**config.mk**
```make
export PLATFORM = sky130hd
export DESIGN_NAME = servo_command_driver
export DESIGN_NICKNAME = d
export VERILOG_FILES = /design/src/rtl/ball_plate_pkg.sv /design/src/rtl/servo_slew_limiter.sv /design/src/rtl/servo_command_driver.sv
export SDC_FILE = /design/constraint.sdc
export NUM_CORES = 1
export LEC_CHECK = 0
export CAP_MARGIN = 20
export CORE_MARGIN = 3
export CORE_UTILIZATION = 45
export DETAILED_ROUTE_END_ITERATION = 8
export PLACE_DENSITY = 0.63
export SLEW_MARGIN = 30
export SYNTH_ARGS = -nofsm -noshare
export SYNTH_HDL_FRONTEND = slang
export SYNTH_SLANG_ARGS = --single-unit
```
**constraint.sdc**
```tcl
create_clock -name clock -period 16.8 [get_ports clock]
set_input_delay 3.36 -clock clock [delete_from_list [all_inputs] [get_ports clock]]
set_output_delay 3.36 -clock clock [all_outputs]
set_load 0.1 [all_outputs]
```
**src/rtl/ball_plate_pkg.sv**
```systemverilog
// Shared constants and types for the ball-and-plate servo path.
package ball_plate_pkg;

  localparam int unsigned CMD_W              = 12;
  localparam logic [CMD_W-1:0] CMD_CENTER    = CMD_W'(2048);

  localparam int unsigned DEF_PERIOD_CYCLES  = 1000000;
  localparam int unsigned DEF_MIN_PULSE      = 50000;
  localparam int unsigned DEF_MAX_PULSE      = 100000;
  localparam int unsigned DEF_MAX_STEP       = 64;
  localparam int unsigned RESET_PULSE_OFFSET = 25000;

  typedef enum logic {
    ST_IDLE = 1'b0,
    ST_RUN  = 1'b1
  } servo_state_e;

endpackage

```
**src/rtl/servo_slew_limiter.sv**
```systemverilog
// Moves the current command toward the target by at most MAX_STEP LSBs.
module servo_slew_limiter
  import ball_plate_pkg::*;
#(
  parameter int unsigned MAX_STEP = DEF_MAX_STEP
) (
  input  logic [CMD_W-1:0] current,
  input  logic [CMD_W-1:0] target,
  output logic [CMD_W-1:0] result
);

  localparam int unsigned SW = CMD_W + 1;
  localparam logic signed [SW-1:0] STEP_POS = SW'(MAX_STEP);
  localparam logic signed [SW-1:0] STEP_NEG = -STEP_POS;

  logic signed [SW-1:0] diff_c;
  logic signed [SW-1:0] step_c;
  logic signed [SW-1:0] sum_c;

  // Signed difference, clamp to +/-MAX_STEP, add, and keep inside 0..4095.
  always_comb begin
    diff_c = $signed({1'b0, target}) - $signed({1'b0, current});
    step_c = diff_c;
    if (diff_c > STEP_POS) begin
      step_c = STEP_POS;
    end else if (diff_c < STEP_NEG) begin
      step_c = STEP_NEG;
    end
    sum_c  = $signed({1'b0, current}) + step_c;
    result = CMD_W'(sum_c);
    if (sum_c < 0) begin
      result = '0;
    end
  end

endmodule

```
**src/rtl/servo_command_driver.sv**
```systemverilog
// Servo PWM generator with per-frame slew-limited command updates.
module servo_command_driver
  import ball_plate_pkg::*;
#(
  parameter int unsigned PERIOD_CYCLES = DEF_PERIOD_CYCLES,
  parameter int unsigned MIN_PULSE     = DEF_MIN_PULSE,
  parameter int unsigned MAX_PULSE     = DEF_MAX_PULSE,
  parameter int unsigned MAX_STEP      = DEF_MAX_STEP
) (
  input  logic             clock,
  input  logic             reset,
  input  logic [CMD_W-1:0] command,
  input  logic             cmd_valid,
  output logic             pwm_out,
  output logic             frame_start,
  output logic [CMD_W-1:0] applied_cmd,
  output logic             cmd_overwrite
);

  localparam int unsigned SPAN         = MAX_PULSE - MIN_PULSE;
  localparam int unsigned RESET_PW_VAL = MIN_PULSE + RESET_PULSE_OFFSET;
  localparam int unsigned PW_TOP       = (MAX_PULSE > RESET_PW_VAL) ? MAX_PULSE : RESET_PW_VAL;
  localparam int unsigned CNT_TOP      = (PERIOD_CYCLES > PW_TOP) ? PERIOD_CYCLES : PW_TOP;
  localparam int unsigned W            = $clog2(CNT_TOP + 1);
  localparam int unsigned SPAN_W       = $clog2(SPAN + 1);
  localparam int unsigned PROD_W       = (CMD_W + SPAN_W < 29) ? 29 : CMD_W + SPAN_W;

  localparam logic [W-1:0]      LAST_CNT = W'(PERIOD_CYCLES - 1);
  localparam logic [W-1:0]      RESET_PW = W'(RESET_PW_VAL);
  localparam logic [W-1:0]      MIN_PW   = W'(MIN_PULSE);
  localparam logic [PROD_W-1:0] SPAN_P   = PROD_W'(SPAN);

  servo_state_e state, state_next;

  logic [W-1:0]      cnt;
  logic [W-1:0]      pulse_width;
  logic [CMD_W-1:0]  target;
  logic              pending;

  logic              boundary_c;
  logic              run_next_c;
  logic [W-1:0]      cnt_next_c;
  logic [W-1:0]      pw_calc_c;
  logic [W-1:0]      pw_next_c;
  logic [CMD_W-1:0]  slew_target_c;
  logic [CMD_W-1:0]  slew_result_c;
  logic [CMD_W-1:0]  applied_next_c;
  logic [PROD_W-1:0] product_c;

  // State register.
  always_ff @(posedge clock) begin
    if (reset) begin
      state <= ST_IDLE;
    end else begin
      state <= state_next;
    end
  end

  // Next state: the first strobe starts the frames; only reset stops them.
  always_comb begin
    state_next = state;
    case (state)
      ST_IDLE: if (cmd_valid) state_next = ST_RUN;
      ST_RUN:  state_next = ST_RUN;
      default: state_next = ST_IDLE;
    endcase
  end

  // FSM decode: frame boundary detection and next counter value.
  always_comb begin
    boundary_c = 1'b0;
    cnt_next_c = '0;
    run_next_c = (state_next == ST_RUN);
    case (state)
      ST_IDLE: boundary_c = cmd_valid;
      ST_RUN: begin
        boundary_c = (cnt == LAST_CNT);
        cnt_next_c = boundary_c ? '0 : cnt + W'(1);
      end
      default: boundary_c = 1'b0;
    endcase
  end

  // A strobe on the boundary cycle is used directly for this update.
  assign slew_target_c = cmd_valid ? command : target;

  servo_slew_limiter #(
    .MAX_STEP(MAX_STEP)
  ) u_slew (
    .current(applied_cmd),
    .target (slew_target_c),
    .result (slew_result_c)
  );

  // Command and pulse width only change at the frame boundary.
  always_comb begin
    applied_next_c = boundary_c ? slew_result_c : applied_cmd;
    product_c      = PROD_W'(applied_next_c) * SPAN_P;
    pw_calc_c      = MIN_PW + W'(product_c >> CMD_W);
    pw_next_c      = boundary_c ? pw_calc_c : pulse_width;
  end

  // Datapath and registered outputs; pwm/frame_start reflect the new count.
  always_ff @(posedge clock) begin
    if (reset) begin
      cnt           <= '0;
      pending       <= 1'b0;
      target        <= CMD_CENTER;
      applied_cmd   <= CMD_CENTER;
      pulse_width   <= RESET_PW;
      pwm_out       <= 1'b0;
      frame_start   <= 1'b0;
      cmd_overwrite <= 1'b0;
    end else begin
      cnt           <= cnt_next_c;
      applied_cmd   <= applied_next_c;
      pulse_width   <= pw_next_c;
      if (cmd_valid) begin
        target <= command;
      end
      pending       <= boundary_c ? 1'b0 : (pending | cmd_valid);
      cmd_overwrite <= cmd_valid & pending & ~boundary_c;
      frame_start   <= run_next_c & (cnt_next_c == '0);
      pwm_out       <= run_next_c & (cnt_next_c < pw_next_c);
    end
  end

endmodule
```
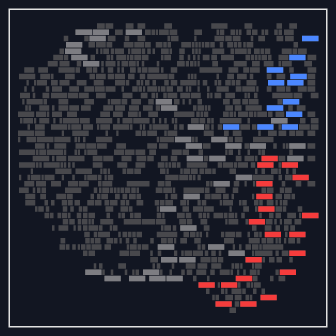
(where the registers sit)
Other sequential cells in the stronger grey, the rest of the logic in the fainter grey.
- `target`: blue (placed flops 12; where top right)
- `cnt`: red (placed flops 20)
area occupied by registers: 1380 sq um
Post-Route Utilization: 52.8%
Seq area share: 16.1%

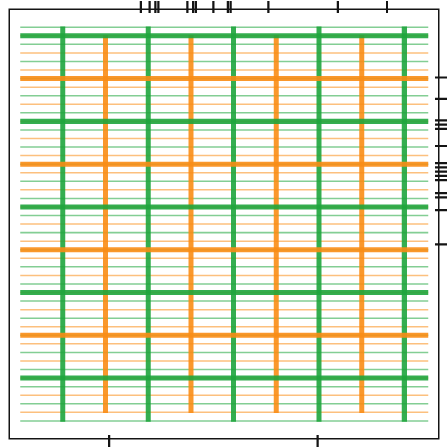
(PDN straps and rails)
Pins as bars on the die edge.
- VDD: orange
- VSS: green
- met5 straps: 9
- rows: 46
- met1 rails: 47
- signal pins: 30
- met4 straps: 9
core area: 16200 sq um
die x size: 136 um

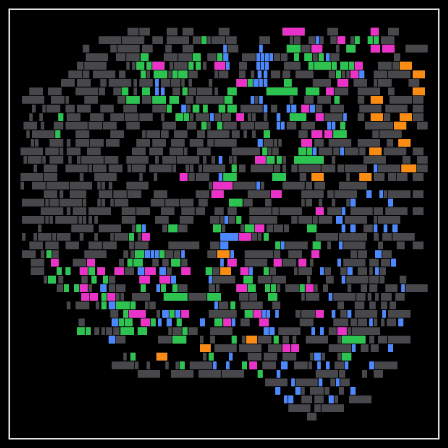
(selected gate families)
- nor cells: blue (cells 125; most used nor2_1)
- mux cells: orange (cells 17; most used mux2_2)
- aoi and oai cells: green (cells 129; most used a21oi_1)
- non-inverting ao/oa cells: magenta (cells 59; most used a21o_1)
Top cell excl fill/tap: ha_1
combinational share of cell area: 68.2%

## placed cells by master (no fill, tap or decap), types with 15 or more instances in the layout
cell type        Yosys  routed
a21o_1              25      24
a21oi_1             43      42
and2_1              25      24
and3_1              15      15
buf_4                1      17
clkdlybuf4s50_1      0      29
dfxtp_1             69      69
fa_1                27      27
ha_1               130     128
inv_1               99      97
nand2_1             51      51
nand3_1             21      21
nor2_1              83      83
nor3_1              29      29
o21ai_0             23      23
xnor2_1             28      27
xor2_1              23      21
## worst paths after layout
kind | cells past startpoint | to
worst max register to register | 54 | pwm_out
worst max-delay path | 54 | pwm_out
worst min-delay path | 2 | cmd_overwrite
worst min register to register | 2 | cmd_overwrite
## flip-flops by register name, indices dropped and copies added, names as in the netlist
| signal | cells |
|---|---|
| cnt | 20 |
| pulse_width | 20 |
| applied_cmd | 12 |
| target | 12 |
| cmd_overwrite | 1 |
| frame_start | 1 |
| pending | 1 |
| pwm_out | 1 |
| state | 1 |
## final cells by class
| type | count | share of cell area [%] |
|---|---|---|
| multi-input combinational | 706 | 68.2 |
| clock inverter | 3 | 0.234 |
| tap | 216 | 3.16 |
| clock buffer | 13 | 3.04 |
| timing repair buffer | 46 | 4.88 |
| sequential | 69 | 16.1 |
| inverter | 100 | 4.38 |
## cells by family (layout without fill, tap and decap cells)
| family | count (synthesis) | after routing |
|---|---|---|
| AOI/OAI and AO/OA | 188 | 188 |
| muxes | 17 | 17 |
| DFF | 69 | 69 |
| adders and majority gates | 157 | 157 |
| xor gates and xnor gates | 54 | 54 |
| buffers and inverters | 129 | 162 |
| and+or+nand+nor | 290 | 290 |
## repair_timing
action / 4_1_cts / 5_1_grt
resized: 0 / 19
endpoints found under the hold margin: 0 / 0
buffers inserted: 0 / 1
endpoints found under the setup margin: 0 / 1
## critical path, delay by kind of cell
family	cells	cell delay (ps)
XOR/XNOR	1	290
adder cells (fa/ha/maj)	11	3720
AND/OR/NAND/NOR	16	3130
AND-OR/OR-AND	18	4220
buffers and inverters	7	1240
multiplexers	1	380
## cells in the mapped netlist, drive strengths merged (6+ instances only)
cell type / count / share of area (%)
nand2: 51 / 2.5
dfxtp: 69 / 18
and4: 6 / 0.69
nor4: 7 / 0.58
buf: 6 / 0.39
inv: 99 / 4.9
o211ai: 6 / 0.79
nor2: 83 / 4.1
a21o: 26 / 2.7
nor3: 30 / 2.1
o21ai: 30 / 2.0
and2: 26 / 2.2
mux2: 12 / 1.8
nand2b: 10 / 0.82
and3: 15 / 1.2
xor2: 24 / 2.9
or3: 6 / 0.49
xnor2: 30 / 3.8
ha: 130 / 21
o22ai: 6 / 0.49
nand4: 12 / 0.99
or2: 10 / 0.86
a211oi: 11 / 1.3
nand3: 21 / 1.4
clkbuf: 23 / 1.1
fa: 27 / 7.1
a21oi: 44 / 2.9
o21a: 8 / 0.79
## layer usage
layer	routed length, um	global-route usage (%)
met4	259	5.88
met3	602	2.26
met1	9730	30.2
met2	7980	30.9
met5	0	0
==> results_dict.tcl <==
# collected from the flow reports
set metrics [dict create \
    cp-end-kind "flip-flop" \
    cts-hold-fix-buffers 0 \
    slowest_delay_ps 540 \
    grt_util_all_layers_pct 20.3 \
    ys_seq_share_pct 18.2 \
    yosys-stat-cells 904 \
    yosys.area_share.simple_pct 19.3 \
    crit_path_start "cmd_valid" \
    dr.pass1.iters 5 \
    area_growth_pct 12.5 \
    syn_area_sq_um 7610 \
    cp-start-kind "input pin" \
    clk_latency_ps 340 \
    numCtsBuffers 9 \
    crit_arrival_ps 16330 \
    xor_share_pct 6.66 \
    antenna_found_initial 0 \
    synth-adder-area-share_pct 28.5 \
    vias_per_cell 5.52 \
    syn-num-nets 1076 \
    drive_above_1_share_pct 9.93 \
    hold_violations 0 \
    hold_start "pending" \
    async_flop_share_pct 0 \
    finalSetupTns_ps 0 \
    logic_family "adder cells" \
    holdWs_ps 445 \
    slew_violations 0 \
    syn_inst 904 \
    ys_types 83 \
    grt_pass1_vias 5986 \
    outcome "finished, final reports clean" \
    dp_hpwl_um 15100 \
    drt-total-wl_um 18600 \
    max_freq_mhz 62.1 \
    hp-class "flip-flop to flip-flop" \
    crit_path_max_fanout 9 \
    dieArea_sq_um 18500 \
    fin_ws_ps 692 \
    period_used_pct 95.9 \
    diodes 0 \
    io_pins 30 \
]
